===== config.mk =====
export PLATFORM = sky130hd
export DESIGN_NAME = seven_segment_scanner
export DESIGN_NICKNAME = d
export VERILOG_FILES = /design/src/rtl/seven_segment_scanner.sv
export SDC_FILE = /design/constraint.sdc
export NUM_CORES = 1
export LEC_CHECK = 0
export ABC_AREA = 1
export CAP_MARGIN = 20
export CORE_MARGIN = 2
export CORE_UTILIZATION = 50
export DETAILED_ROUTE_END_ITERATION = 12
export PLACE_DENSITY_LB_ADDON = 0.25
export SYNTH_ARGS = -nofsm -noshare
export SYNTH_HDL_FRONTEND = slang
export SYNTH_SLANG_ARGS = --single-unit
export TNS_END_PERCENT = 5

===== constraint.sdc =====
create_clock -name clk -period 1.47 [get_ports clk]
set_input_delay 0.441 -clock clk [delete_from_list [all_inputs] [get_ports clk]]
set_output_delay 0.441 -clock clk [all_outputs]
set_load 0.01 [all_outputs]

===== src/rtl/seven_segment_scanner.sv =====
// -----------------------------------------------------------------------------
// seven_segment_scanner
//
// Purpose:
//   Time-multiplexes one shared seven-segment decoder across NUM_DIGITS
//   common-anode digits. Each digit position gets BLANK_CYCLES cycles with
//   every anode off. It then gets DWELL_CYCLES cycles lit. The displayed BCD
//   value is double-buffered: a load lands in a shadow register, and that
//   register is copied into the active buffer only when the digit index wraps
//   to 0. A frame is therefore never torn.
//
// Ports:
//   clk         in   system clock, all logic on the rising edge
//   reset       in   synchronous, active-high
//   enable      in   1 = scan; 0 = all anodes off and the sequencer frozen
//   load        in   1-cycle strobe that captures value_in into the shadow buffer
//   value_in    in   4*NUM_DIGITS BCD nibbles; [3:0] is digit 0
//   digit_code  out  nibble sent to the decoder; 4'hF = blank
//   anode_n     out  active-low digit enables; bit i = digit i
//   pending     out  the shadow holds a value that is not yet committed
//   frame_tick  out  1-cycle pulse when the digit index wraps to 0
//
// Configuration:
//   LEADING_ZERO_BLANK_EN  when defined, a digit i > 0 is blanked while its
//                          active nibble and every higher nibble are zero.
//                          Digit 0 is always shown.
// -----------------------------------------------------------------------------
module seven_segment_scanner #(
  parameter int NUM_DIGITS   = 4,
  parameter int DWELL_CYCLES = 50000,
  parameter int BLANK_CYCLES = 16
) (
  input  logic                    clk,
  input  logic                    reset,
  input  logic                    enable,
  input  logic                    load,
  input  logic [4*NUM_DIGITS-1:0] value_in,
  output logic [3:0]              digit_code,
  output logic [NUM_DIGITS-1:0]   anode_n,
  output logic                    pending,
  output logic                    frame_tick
);

  localparam int MAX_CYCLES = (DWELL_CYCLES > BLANK_CYCLES) ? DWELL_CYCLES : BLANK_CYCLES;
  localparam int CW         = $clog2(MAX_CYCLES + 1);
  localparam int IW         = $clog2(NUM_DIGITS);

  localparam logic [CW-1:0] DWELL_LAST = CW'(DWELL_CYCLES - 1);
  localparam logic [CW-1:0] BLANK_LAST = CW'((BLANK_CYCLES > 0) ? BLANK_CYCLES - 1 : 0);
  localparam logic [IW-1:0] INDEX_LAST = IW'(NUM_DIGITS - 1);

  typedef enum logic {
    ST_BLANK = 1'b0,
    ST_DRIVE = 1'b1
  } state_t;

  state_t                  state_q, state_d;
  logic [IW-1:0]           index_q, index_d;
  logic [CW-1:0]           cnt_q, cnt_d;
  logic [4*NUM_DIGITS-1:0] active_q, active_d;
  logic [4*NUM_DIGITS-1:0] shadow_q, shadow_d;
  logic                    pending_q, pending_d;
  logic [3:0]              digit_code_q, digit_code_d;
  logic [NUM_DIGITS-1:0]   anode_n_q, anode_n_d;
  logic                    frame_tick_q, frame_tick_d;

  logic                    wrap;
  logic [3:0]              drive_code;
  logic [3:0]              nib [NUM_DIGITS];

  // Split the active buffer into one nibble per digit.
  for (genvar gi = 0; gi < NUM_DIGITS; gi++) begin : g_nib
    assign nib[gi] = active_q[gi*4 +: 4];
  end

`ifdef LEADING_ZERO_BLANK_EN
  // upper_zero[i] is set when nibble i and every nibble above it are zero.
  logic [NUM_DIGITS-1:0] upper_zero;
  logic                  zero_run;

  always_comb begin
    upper_zero = '0;
    zero_run   = 1'b1;
    for (int i = NUM_DIGITS - 1; i >= 0; i--) begin
      zero_run      = zero_run && (nib[i] == 4'h0);
      upper_zero[i] = zero_run;
    end
  end

  always_comb begin
    drive_code = nib[index_q];
    if ((index_q != '0) && upper_zero[index_q]) begin
      drive_code = 4'hF;
    end
  end
`else
  always_comb begin
    drive_code = nib[index_q];
  end
`endif

  // Sequencer: BLANK -> DRIVE -> next index. When enable is low, the
  // sequencer is frozen where it is.
  always_comb begin
    state_d = state_q;
    index_d = index_q;
    cnt_d   = cnt_q;
    wrap    = 1'b0;
    if (enable) begin
      case (state_q)
        ST_BLANK: begin
          // With no blanking gap configured, BLANK only appears once after reset.
          if ((BLANK_CYCLES == 0) || (cnt_q == BLANK_LAST)) begin
            state_d = ST_DRIVE;
            cnt_d   = '0;
          end else begin
            cnt_d = cnt_q + 1'b1;
          end
        end
        ST_DRIVE: begin
          if (cnt_q == DWELL_LAST) begin
            cnt_d   = '0;
            wrap    = (index_q == INDEX_LAST);
            index_d = wrap ? '0 : index_q + 1'b1;
            state_d = (BLANK_CYCLES == 0) ? ST_DRIVE : ST_BLANK;
          end else begin
            cnt_d = cnt_q + 1'b1;
          end
        end
        default: begin
          state_d = ST_BLANK;
          cnt_d   = '0;
        end
      endcase
    end
  end

  // Double buffer. A commit copies the shadow value that existed before this
  // edge. A load in the same cycle still lands in the shadow and keeps
  // pending set.
  always_comb begin
    active_d  = active_q;
    shadow_d  = shadow_q;
    pending_d = pending_q;
    if (wrap && pending_q) begin
      active_d  = shadow_q;
      pending_d = 1'b0;
    end
    if (load) begin
      shadow_d  = value_in;
      pending_d = 1'b1;
    end
  end

  // Output stage. These values come from the current state and are
  // registered, so the pins follow the sequencer one cycle later.
  always_comb begin
    anode_n_d    = '1;
    digit_code_d = 4'hF;
    frame_tick_d = wrap;
    if (enable && (state_q == ST_DRIVE)) begin
      anode_n_d[index_q] = 1'b0;
      digit_code_d       = drive_code;
    end
  end

  always_ff @(posedge clk) begin
    if (reset) begin
      state_q      <= ST_BLANK;
      index_q      <= '0;
      cnt_q        <= '0;
      active_q     <= '1;
      shadow_q     <= '1;
      pending_q    <= 1'b0;
      digit_code_q <= 4'hF;
      anode_n_q    <= '1;
      frame_tick_q <= 1'b0;
    end else begin
      state_q      <= state_d;
      index_q      <= index_d;
      cnt_q        <= cnt_d;
      active_q     <= active_d;
      shadow_q     <= shadow_d;
      pending_q    <= pending_d;
      digit_code_q <= digit_code_d;
      anode_n_q    <= anode_n_d;
      frame_tick_q <= frame_tick_d;
    end
  end

  assign digit_code = digit_code_q;
  assign anode_n    = anode_n_q;
  assign pending    = pending_q;
  assign frame_tick = frame_tick_q;

endmodule


==> run_1/clock_nets.png <==
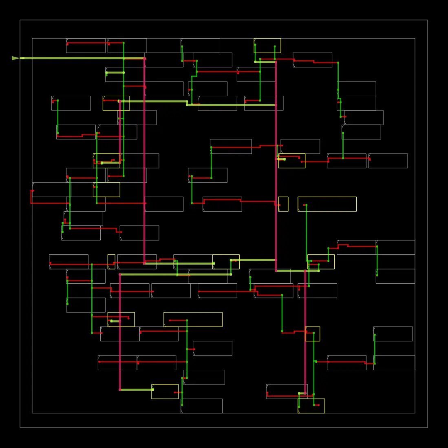
skew final: 0.00707 ns
clock buffer count: 11
flop count: 61
clk sinks: 61

==> run_1/floorplan.png <==
(4 px per um) Pins as bars on the die edge.
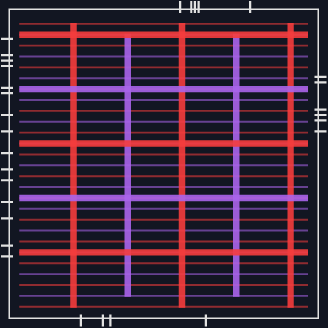
VSS -> red
VDD -> purple
signal pins = 30
rows = 26
met1 rails = 27
met5 straps = 5

==> GITHUB_STEP_SUMMARY, run 1 <==
## Synthesis and layout report

| Metric | Value |
|---|---|
| Initial antenna violation count | `0` |
| Status | `complete, no violations` |
| Worst hold margin | `0.456 ns` |
| Final std cell area, no fill | `approximately 3500 um2` |
| Worst-Margin Slew | `between 0.3 and 0.4 ns` |
| Lkg Pwr | `approximately 0.0015 uW` |
| CP endpoint | `active_q[3]` |
| Core Box Area | `between 5000 and 6000 um2` |
| Post-synth EDFFs | `0` |
| Main logic family | `simple AND/OR/NAND/NOR gates` |
| Tap Count | `70` |
| Syn Inst Count | `341` |
| Seq/total area | `between 30% and 40%` |
| Yosys chip area | `around 2700 um2` |
| Combinational gate area | `roughly 1400 um2` |
| DP HPWL | `4060 um` |
| Switching Share | `a little over a fifth` |
| Number of diodes | `0` |
| # setup viols final | `0` |
| Crit path launch | `cnt_q[1]` |
| Mean Syn Cell Area | `~7.8 um2` |
| Setup slack, reg-to-reg | `between 0.03 and 0.04 ns` |
| Die height | `76.9 um` |
| Ao+oa area frac | `just over 5%` |
| Comb power frac | `under 10%` |
| DR vias/cell | `roughly 5` |
| Crit-path max cell delay | `0.35 ns` |
| M1 WL | `2580 um` |
| Critical path arrival | `between 1.5 and 2 ns` |
| I/O Buffers | `29` |
| Achievable frequency | `0.695 GHz` |
| Clk pwr share | `about 46%` |
| Worst setup EP type | `flip-flop` |
| Post-synthesis sequential area ratio | `46.0%` |
| Met2 routed WL | `2910 um` |
| Post-route worst setup slack | `roughly 0.032 ns` |
| Minimum clock period | `roughly 1.4 ns` |
| Mux frac, synth | `0.377%` |
| Tool warning count | `30` |
| Seq pwr share | `between 40 and 50%` |
| Clock-pin slew of the registers on the worst-case setup and hold paths | `0.07 ns` |
| GRT met2 Usage | `around 35%` |
| Crit Path Max Fanout | `8` |
| #MultiIn Comb | `about 250` |
| Root buffer cell | `clkbuf_8` |
| Max Cap Viol | `0` |
| Switching power | `771 uW` |
| Top pwr grp | `sequential cells` |
| Residual DRC | `0` |
| Combinational share of cell area | `roughly two fifths` |
| Max Slew Vio Count | `0` |
| Beginning of the worst hold path | `active_q[0]` |
| Remaining global-route overflow | `0` |
| Final Instance Count excl. Fillers | `approximately 470` |
| Relative slew slack | `78.3%` |
| Num CTS Buffers | `9` |
| Hold-fix buffers at CTS | `0` |
| Vias | `between 2000 and 2500` |
| Layout Nets | `approximately 420` |
| Area grow syn2layout | `32.3%` |
| CTS tree | `yes` |
| Power Internal | `2790 uW` |
| CTS Buffer Depth | `2` |
| Post-Route WL | `around 6000 um` |
| Register area | `between 1000 and 1500 um2` |
| Hold Path End | `active_q[0]` |
| Worst R2R Start | `cnt_q[1]` |
| Top cell excl fill/tap | `nand2_1` |
| Synthesis Warnings | `0` |
| Cell with the most instances on the worst path | `nand3_4` |
| First-pass GRT wire length | `10000 um` |
| Non-clock buffering overhead | `~14%` |
| Synth Cell Area | `~2700 um2` |
| Largest regs | `active_q x16, cnt_q x16, shadow_q x16` |
| Layout cells sized above 1 | `21.7%` |
| Vias in the first global route | `between 2000 and 2500` |
| WP buf/inv | `1` |
| Filler cells | `around 430` |
| Cell Rows | `26` |
| Simple Share, Synth | `between 30% and 40%` |
| Area share, top type | `about 46%` |
| Clock Power | `around 1600 uW` |
| Yosys top cell by instances | `nand2_1` |
| Cell Type Count | `35` |
| Post-synth top flop | `dfxtp_1` |
| Leading cell kind | `multi-input combinational cells` |
| Drt pass-1 iters | `4` |
| RePlAce Congestion | `~0.9` |
| Maximum VDD drop | `0.000677 V` |
| Inverters | `24` |
| Power Combinational | `just over 200 uW` |
| Top Layout Cells | `74 x nand2_1, 57 x nand3_1, 55 x dfxtp_1` |
| Worst R2R Path Depth | `8` |
| Post-DP Area | `between 3000 and 4000 um2` |
| Post-DRT Antenna Nets | `0` |
| # Post-CTS Setup Buffers | `0` |
==> run_1/m2.png <==
(4 px per um)
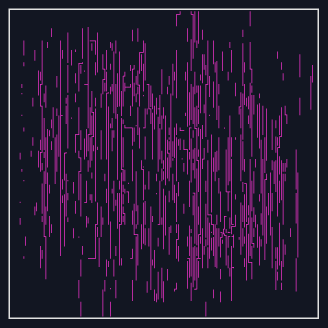
nets with wire on the layer = 333
main direction = vertical

==> run_1/ff_map.png <==
(4 px per um)
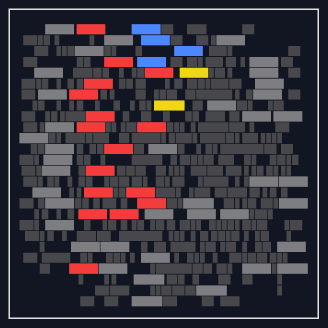
`index_q` -> yellow  # flops 2
`digit_code` -> blue  # flops 4, where north
`active_q` -> red  # flops 16

==> run_1/util_map.png <==
(4 px per um) The die is cut into 8 by 8 equal tiles; black is low, pale yellow is high, 0 to 100% covered.
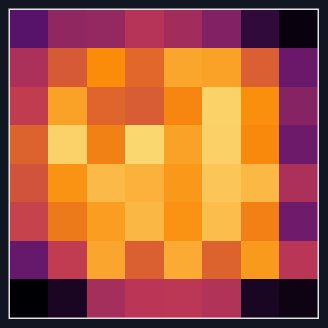

==> run 2, diff against run 1 <==
==> constraint.sdc (replaced) <==
create_clock -name clk -period 1.47 [get_ports clk]
set_input_delay 0.2205 -clock clk [delete_from_list [all_inputs] [get_ports clk]]
set_output_delay 0.2205 -clock clk [all_outputs]
set_load 0.1 [all_outputs]
==> run_2/util_map.png <==
(4 px per um) The die is cut into 8 by 8 equal tiles; black is low, pale yellow is high, 0 to 100% covered.
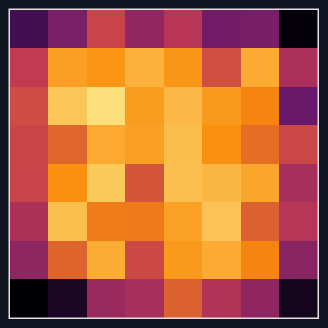
nearly empty tiles = 3.1%
densest ninth of the die = centre
fullest tile = 93%
tiles over 75% full = 39%

==> run_2/clock_nets.png <==
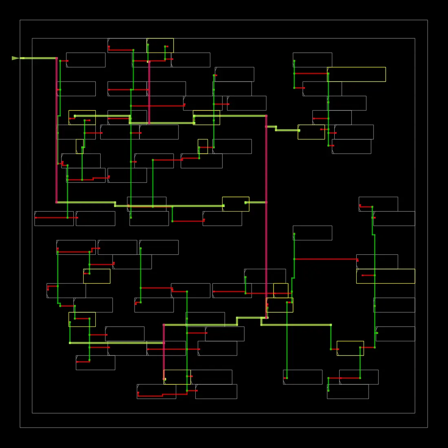
Clock Power: 1610 uW
skew final: 0.00924 ns
clk_lat worst skew: 0.34 ns
Num CTS Buffers: 9

==> GITHUB_STEP_SUMMARY, run 2 <==
## Synthesis and layout report

| Metric | Value |
|---|---|
| Crit-path cells | `ha_4 > nand2_1 > nor2_1 > nand2_1 > nor2_1 > nand2_1 > xor2_1 > nor2_1` |
| Maximum VDD drop | `slightly above 0.0007 V` |
| Cell Rows | `26` |
| Achievable frequency | `between 0.6 and 0.7 GHz` |
| M1 WL | `around 2400 um` |
| Seq pwr share | `between 40 and 50%` |
| Synth Cell Area | `~2700 um2` |
| Worst setup EP type | `flip-flop` |
| Area share, top type | `a little under half` |
| Tot Pwr | `around 3500 uW` |
| Combinational share of cell area | `about two fifths` |
| Seq/total area | `between 30 and 40%` |
| I/O Buffers | `29` |
| Setup slack, reg-to-reg | `slightly below 0.04 ns` |
| Top pwr grp | `sequential cells` |
| DP HPWL | `between 4000 and 5000 um` |
| Mux frac, synth | `0.377%` |
| Ao+oa area frac | `5.04%` |
| Layout Utilization | `a little under three quarters` |
| Ys async rst share | `0%` |
| Simple Share, Synth | `between 30% and 40%` |
| Post-synth top flop | `dfxtp_1` |
| Width of the die | `just under 80 um` |
| # H-tree levels | `3` |
| Die height | `roughly 77 um` |
| Post-CTS sizing | `8` |
| DRC violation total after the first TritonRoute iteration | `around 97` |
| # setup viols final | `0` |
| GRT met2 Usage | `34.1%` |
| DR vias/cell | `between 5 and 6` |
| Minimum clock period | `approximately 1.4 ns` |
| Synthesis Warnings | `0` |
| Post-synthesis sequential area ratio | `between 40 and 50%` |
| Status | `complete, no violations` |
| Area grow syn2layout | `36.2%` |
| Mean Syn Cell Area | `~7.8 um2` |
| Power Combinational | `around 220 uW` |
| Synth top cells by count | `78 x nand2_1, 61 x dfxtp_1, 60 x nand3_1` |
| Worst-Margin Slew | `just over 0.3 ns` |
| Layout Nets | `around 420` |
| Post-synth EDFFs | `0` |
| Drt pass-1 iters | `5` |
| Crit-path max cell delay | `between 0.3 and 0.4 ns` |
| Lkg Pwr | `around 0.0016 uW` |
| Flop count | `between 60 and 70` |
| Non-clock buffering overhead | `approximately 17%` |
| Worst R2R Path Depth | `8` |
| Yosys top cell by instances | `nand2_1` |
| Tap Count | `about 70` |
| Crit Path Max Fanout | `3` |
| Min-Delay Path Class | `in2reg` |
| WL per Instance | `12.2 um` |
| Critical path arrival | `1.66 ns` |
| Post-route worst setup slack | `0.0385 ns` |
| Post-DP Area | `3270 um2` |
| Comb power frac | `about 6.2%` |
| Filler cells | `~430` |
| Register area | `1230 um2` |
| Fraction of the mapped netlist area in adder cells | `under 10%` |
| Vias in the first global route | `between 2000 and 2500` |
| CTS tree | `yes` |
| Post-Route WL | `between 5000 and 6000 um` |
| #FFs+latches synth | `around 60` |
| CP endpoint | `cnt_q[8]` |
| Yosys chip area | `~2700 um2` |
| WP buf/inv | `0` |
| Met2 routed WL | `2830 um` |
| Final std cell area, no fill | `approximately 3600 um2` |
| Top Ports | `30` |
| Clock-pin slew of the registers on the worst-case setup and hold paths | `0.06 ns` |
| Largest area contributor in the netlist | `dfxtp_1` |
| Residual DRC | `0` |
| Xor/xnor share | `around 3.6%` |
| Clk sinks | `61` |
| Combinational gate area | `1390 um2` |
| Clk pwr share | `a little under half` |
| Layout cells sized above 1 | `24.7%` |
| Syn Inst Count | `~340` |
| Cell Pwr Density | `just under 1000 nW/um2` |
| Vias | `2388` |
| Hold-fix buffers at CTS | `0` |
| Leading cell kind | `multi-input combinational cells` |
| Crit path launch | `cnt_q[0]` |
| Worst hold margin | `0.443 ns` |
| Hold Path End | `shadow_q[13]` |
| Seq group | `between 1500 and 2000 uW` |
| Core Box Area | `roughly 5000 um2` |
| RSZ-0062 raised after global routing | `yes` |
| FF-to-FF End | `cnt_q[8]` |
| Remaining global-route overflow | `0` |
| Post-DRT Antenna Nets | `0` |
| Total Routing Usage GR | `about a fifth` |
| Clock buffer count | `11` |
| Cell Type Count | `35` |
| Final Instance Count excl. Fillers | `approximately 470` |
| Hold Path Stages | `3` |
| Switching Share | `21.3%` |
| Initial antenna violation count | `0` |
| Top Layout Cells | `74 x nand2_1, 57 x nand3_1, 53 x dfxtp_1` |
| Switching power | `between 700 and 800 uW` |
| Met3 GRT Util | `between 7 and 8%` |
| Max Slew Vio Count | `0` |
| RePlAce Congestion | `between 0.8 and 0.9` |
| Main logic family | `simple AND/OR/NAND/NOR gates` |
| First-pass GRT wire length | `~9500 um` |
| Worst R2R Start | `cnt_q[0]` |
| #MultiIn Comb | `245` |
| Top Layer Used | `met4` |
| Largest regs | `active_q x16, cnt_q x16, shadow_q x16` |
| Top cells by area | `dfxtp_1 46%, nand3_1 11%, nand2_1 11%` |
| Root buffer cell | `clkbuf_8` |
| Max Cap Viol | `0` |
| Inverters | `24` |
| CTS Buffer Depth | `2` |
| Number of diodes | `0` |
| # Post-CTS Setup Buffers | `0` |
| Fin crit share | `a little over nine tenths` |
| Power Internal | `between 2000 and 3000 uW` |
| Top cell excl fill/tap | `nand2_1` |
| Pin count of the biggest net entering global routing | `18` |
| Tool warning count | `30` |
| Relative slew slack | `approximately four fifths` |
| Beginning of the worst hold path | `value_in[13]` |
==> run_2/ff_map.png <==
(4 px per um)
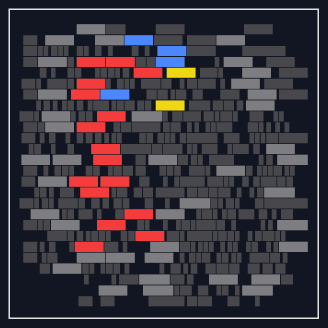
`index_q` -> yellow  # flops 2
`digit_code` -> blue  # flops 4, where north
`active_q` -> red  # flops 16
not coloured = 39

No activity file was given, so power comes from the tool's default toggle rates.
